[config.mk]
export PLATFORM = sky130hd
export DESIGN_NAME = serial_tx
export DESIGN_NICKNAME = d
export VERILOG_FILES = /design/src/rtl/serial_tx.sv
export SDC_FILE = /design/constraint.sdc
export NUM_CORES = 1
export LEC_CHECK = 0
export ABC_AREA = 1
export CAP_MARGIN = 20
export CORE_ASPECT_RATIO = 1.2
export CORE_UTILIZATION = 56
export CTS_BUF_LIST = sky130_fd_sc_hd__clkbuf_4 sky130_fd_sc_hd__clkbuf_8
export CTS_CLUSTER_SIZE = 20
export DETAILED_ROUTE_END_ITERATION = 10
export GPL_TIMING_DRIVEN = 0
export PLACE_DENSITY = 0.89
export SLEW_MARGIN = 20
export SYNTH_ARGS = -nofsm -noshare
export SYNTH_HDL_FRONTEND = slang
export SYNTH_SLANG_ARGS = --single-unit
[constraint.sdc]
create_clock -name clk -period 1.63 [get_ports clk]
set_input_delay 0.326 -clock clk [delete_from_list [all_inputs] [get_ports clk]]
set_output_delay 0.326 -clock clk [all_outputs]
set_load 0.01 [all_outputs]
[src/rtl/serial_tx.sv]
// ---------------------------------------------------------------------------
// serial_tx : parallel-to-serial UART-style transmitter.
//
// Frame on tx_out : start bit (0), DATA_W data bits LSB first, optional even
// parity bit, stop bit (1). Every line bit is held for CLKS_PER_BIT clocks.
//
// Optional feature macro: SERIAL_TX_PARITY_EN
//   defined   -> a PARITY state follows DATA and sends the XOR of the word
//   undefined -> DATA goes straight to STOP, no parity logic is built
//
// Handshake (valid/ready): a word is accepted on a rising clk edge where
// tx_valid and tx_ready are both 1. tx_valid may be raised at any time and
// should stay high until accepted; tx_data is sampled only at that edge.
// tx_ready is 1 only in IDLE and drops the cycle after acceptance.
//
// rst is asynchronous and active low. tx_out, tx_ready and busy are all
// registered, so there is no combinational path from inputs to outputs.
// ---------------------------------------------------------------------------
module serial_tx #(
  parameter int DATA_W       = 8,
  parameter int CLKS_PER_BIT = 4
) (
  input  logic              clk,
  input  logic              rst,
  input  logic [DATA_W-1:0] tx_data,
  input  logic              tx_valid,
  output logic              tx_ready,
  output logic              tx_out,
  output logic              busy
);

  // Bit timer and bit index widths; both kept at least one bit wide so a
  // single-cycle bit or a single-bit word still gets a legal vector.
  localparam int TW = (CLKS_PER_BIT > 1) ? $clog2(CLKS_PER_BIT) : 1;
  localparam int IW = (DATA_W > 1) ? $clog2(DATA_W) : 1;

  localparam logic [TW-1:0] TMR_LAST = TW'(CLKS_PER_BIT - 1);
  localparam logic [IW-1:0] IDX_LAST = IW'(DATA_W - 1);

  // FSM encoding
  localparam logic [2:0] S_IDLE   = 3'd0;
  localparam logic [2:0] S_START  = 3'd1;
  localparam logic [2:0] S_DATA   = 3'd2;
`ifdef SERIAL_TX_PARITY_EN
  localparam logic [2:0] S_PARITY = 3'd3;
`endif
  localparam logic [2:0] S_STOP   = 3'd4;

  // -------------------------------------------------------------------------
  // State and datapath registers
  // -------------------------------------------------------------------------
  logic [2:0]        state_q,  state_d;
  logic [TW-1:0]     timer_q,  timer_d;
  logic [IW-1:0]     idx_q,    idx_d;
  logic [DATA_W-1:0] shreg_q,  shreg_d;
  logic [DATA_W-1:0] shreg_shifted;
  logic              tx_out_d;
  logic              tx_ready_d;
  logic              busy_d;
`ifdef SERIAL_TX_PARITY_EN
  logic              parity_q, parity_d;
`endif

  logic accept;
  logic bit_done;

  // Handshake completes only when the transmitter is advertising ready.
  assign accept = tx_valid & tx_ready;

  // Timer terminal count; with CLKS_PER_BIT=1 this is constantly true.
  assign bit_done = (timer_q == TMR_LAST);

  // Shift register contents after the current data bit has been sent.
  assign shreg_shifted = shreg_q >> 1;

  // -------------------------------------------------------------------------
  // Next-state and next-output logic. Outputs are computed one cycle ahead
  // so that the registered tx_out already shows the new bit on the first
  // cycle of each state.
  // -------------------------------------------------------------------------
  always_comb begin
    state_d    = state_q;
    timer_d    = bit_done ? '0 : timer_q + 1'b1;
    idx_d      = idx_q;
    shreg_d    = shreg_q;
    tx_out_d   = tx_out;
    tx_ready_d = tx_ready;
    busy_d     = busy;
`ifdef SERIAL_TX_PARITY_EN
    parity_d   = parity_q;
`endif

    case (state_q)
      S_IDLE: begin
        timer_d    = '0;
        tx_out_d   = 1'b1;
        tx_ready_d = 1'b1;
        busy_d     = 1'b0;
        if (accept) begin
          state_d    = S_START;
          shreg_d    = tx_data;
          idx_d      = '0;
          timer_d    = '0;
          tx_out_d   = 1'b0;
          tx_ready_d = 1'b0;
          busy_d     = 1'b1;
`ifdef SERIAL_TX_PARITY_EN
          parity_d   = ^tx_data;
`endif
        end
      end

      S_START: begin
        if (bit_done) begin
          state_d  = S_DATA;
          tx_out_d = shreg_q[0];
        end
      end

      S_DATA: begin
        if (bit_done) begin
          shreg_d = shreg_shifted;
          if (idx_q == IDX_LAST) begin
            idx_d    = '0;
`ifdef SERIAL_TX_PARITY_EN
            state_d  = S_PARITY;
            tx_out_d = parity_q;
`else
            state_d  = S_STOP;
            tx_out_d = 1'b1;
`endif
          end else begin
            idx_d    = idx_q + 1'b1;
            tx_out_d = shreg_shifted[0];
          end
        end
      end

`ifdef SERIAL_TX_PARITY_EN
      S_PARITY: begin
        if (bit_done) begin
          state_d  = S_STOP;
          tx_out_d = 1'b1;
        end
      end
`endif

      S_STOP: begin
        if (bit_done) begin
          state_d    = S_IDLE;
          timer_d    = '0;
          tx_out_d   = 1'b1;
          tx_ready_d = 1'b1;
          busy_d     = 1'b0;
        end
      end

      default: begin
        // Unreachable encodings fall back to a clean idle line.
        state_d    = S_IDLE;
        timer_d    = '0;
        idx_d      = '0;
        tx_out_d   = 1'b1;
        tx_ready_d = 1'b0;
        busy_d     = 1'b0;
      end
    endcase
  end

  // -------------------------------------------------------------------------
  // FSM, counters and shift register; reset aborts any frame in flight.
  // -------------------------------------------------------------------------
  always_ff @(posedge clk or negedge rst) begin
    if (!rst) begin
      state_q <= S_IDLE;
      timer_q <= '0;
      idx_q   <= '0;
      shreg_q <= '0;
    end else begin
      state_q <= state_d;
      timer_q <= timer_d;
      idx_q   <= idx_d;
      shreg_q <= shreg_d;
    end
  end

`ifdef SERIAL_TX_PARITY_EN
  // Parity of the accepted word, captured alongside the shift register.
  always_ff @(posedge clk or negedge rst) begin
    if (!rst) begin
      parity_q <= 1'b0;
    end else begin
      parity_q <= parity_d;
    end
  end
`endif

  // -------------------------------------------------------------------------
  // Registered outputs. tx_ready stays low out of reset until the first
  // clock edge, so no word can be accepted on the release edge itself.
  // -------------------------------------------------------------------------
  always_ff @(posedge clk or negedge rst) begin
    if (!rst) begin
      tx_out   <= 1'b1;
      tx_ready <= 1'b0;
      busy     <= 1'b0;
    end else begin
      tx_out   <= tx_out_d;
      tx_ready <= tx_ready_d;
      busy     <= busy_d;
    end
  end

endmodule

==> flow_summary.toml <==
# implementation run metrics
[status]
status = "finished clean"

[placement]
dp_slack_ps = -2.34
dp_hpwl_um = 1410
gp_congestion = 0.909
dpl.cell_count = 155
postPlaceCellArea_sq_um = 1220

[synth]
yosysCellCount = 124
yosys.area.top_type = "dfrtp_1"
syn_area_sq_um = 1070
ys_sh_adder_pct = 3.52
ys_async_sr_fraction_pct = 100
ys_sh_xor_pct = 0
flop_cell = "dfrtp_1"
syn-num-nets = 138
edf_count = 0
synth_seq_share_pct = 44.7
top_area_share_pct = 42.2
ys_area_sq_um = 1070
ys_sh_mux_pct = 0
ys_ff = 19
synth-simple-area-share_pct = 33.4
logic_family = "simple AND/OR/NAND/NOR gates"
synthTopCellsByCount = "nand2_1 (33), dfrtp_1 (18), inv_1 (12)"
most_common_cell = "nand2_1"
syn_inst = 124
ys_sh_aoi_pct = 11.0
yosys_warnings = 0
ys_types = 24

[finish]
nFillCells = 129
final_cells = 160
fin_util_pct = 73.8
lay_top_count = "nand2_1"
regMostFlops = "shreg_q"
drive_gt1_share_pct = 19.7
area_growth_syn_to_layout_pct = 17.7
fin_area_sq_um = 1260
largestRegisters = "shreg_q: 8 flops, idx_q: 3 flops, state_q: 3 flops"
nNetsFinal = 157
final_cell_mix = "nand2_1 (33), dfrtp_1 (18), inv_1 (12), clkdlybuf4s50_1 (12), nand3_1 (10)"
diodes = 0
largest_reg_flops = 8

[power]
p_per_area_nw_per_um2 = 1650
comb_power_w = 0.00103
total_power_w = 0.00208
p_seq_w = 0.000795
peakVddDrop_v = 0.00106
seq_power_share_pct = 38.3
p_sw_share_pct = 41.6
p_leak_nw = 0.645
clk-power_w = 0.000250
power_frac_comb_pct = 49.7
maxPowerGroup = "combinational cells"
p_clk_share_pct = 12.0
p_sw_w = 0.000864

[clocking]
cts_sinks = 19
clockRootBuffer = "clkbuf_4"
insertion_delay_ps = 290
cts_setup_buffers = 0
ctsHtreeMaxLevel = 1
holdBufCountCts = 0
cts_tree = "done"
post_cts_resized = 1
cts_made_buffers = 3
path_clk_slew_ps = 100

[sta]
drv_slew = 0
relSlewSlack_pct = 44.7
hold_viol = 0
rsz0062_at_grt = "no"
fin_ws_ps = 74.2
finalCritPeriodShare_pct = 95.4
worst_slew_pin_slew_ps = 827
setup_viol = 0
holdWs_ps = 454
fin_skew_ps = 1.16
fin_setup_tns_ps = 0
fmax_ghz = 0.643
finalWorstPathRequiredPeriod_ps = 1560

[worst_setup_path]
worstSetupEndpoint = "tx_ready"
path_cells = "clkdlybuf4s50_1"
cpPeakStageDelay_ps = 550
r2r-start = "idx_q[0]$_DFFE_PN0P_"
worstPathRequired_ps = 1300
critical_path.top_delay_family = "buffers and inverters"
ff2ff_path_depth = 8
critPathKind = "flip-flop to output pin"
endpoint_kind = "output pin"
worst-path-buf-inv = 1
critPathMaxFanout = 4
reg2reg_to = "state_q[1]$_DFFE_PN0P_"
r2r_slack_ps = 210
cp-startpoint = "tx_ready$_DFFE_PN0P_"
crit_slowest_cell = "clkdlybuf4s50_1"
cp.arrival_ps = 1230
cp-start-kind = "flip-flop"

[detailed_routing]
drc_errors = 0
dr.pass1.iters = 4
ant_nets = 0
viasPerCell = 5.36
drtIter0Drc = 22

[grt]
grt_max_degree = 20
grt_overflow = 0
grt_antenna_before_repair = 0
grt_pass1_vias = 837
grt_pass1_wl_um = 3480

[floorplan]
pin_count = 14
dieArea_sq_um = 2080
core_sq_um = 1700
initial_utilization_pct = 62.7

[job]
tool_warnings = 26
cap_violations = 0

[worst_hold_path]
min_from = "timer_q[0]$_DFF_PN0_"
holdPathEnd = "timer_q[0]$_DFF_PN0_"
whs_path_depth = 1
hp-class = "flip-flop to flip-flop"
==> layout make-up <==
cell class / count / area [sq um] / area share (%)
multi-input cells: 90 / 512 / 40.7
flip-flops and latches: 19 / 477 / 37.9
repair buffers: 14 / 136 / 10.9
inverters: 13 / 51.3 / 4.08
clock buffers: 4 / 30.0 / 2.39
plain buffers: 2 / 27.5 / 2.19
well taps: 18 / 22.5 / 1.79
==> layer usage <==
metal / vias up / routed length (um) / part of all wire, % / GRT usage, %
met5: - / 0 / 0 / 0
met4: 0 / 31 / 1.6 / 5.38
met3: 4 / 81 / 4.1 / 5.49
met2: 17 / 952 / 49 / 35.4
met1: 390 / 889 / 45 / 29.4
li1: 446 / - / - / -
### Signal wires by layer

Drawn at 8 px/um. Only two layers are drawn.
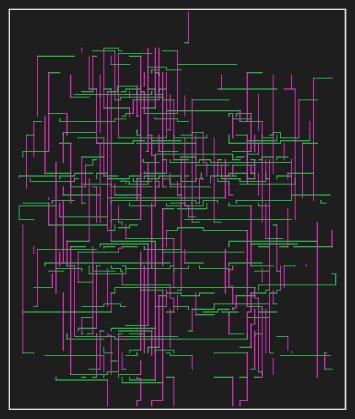
- green: M1 (wire length 890 um)
- magenta: M2 (wire length 952 um)
Routed WL: 1960 um
Total GRT Usage: 21.9%
via count: 857
mean routed wirelength per cell: 12.2 um

### Ports around the boundary

Drawn at 10 px/um. Pins as bars across the die edge, other pins in grey.
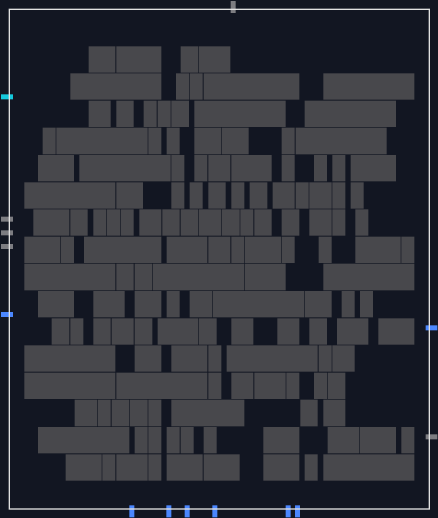
- cyan: clk (pins 1; direction input; edge left)
- blue: tx_data (pins 8; direction input; edge 6 bottom, 1 right, 1 left)
- all pins by edge: 6 bottom, 5 left, 2 right, 1 top
IO Port Bufs: 13
chip height: 49.8 um
die span in x: 41.9 um

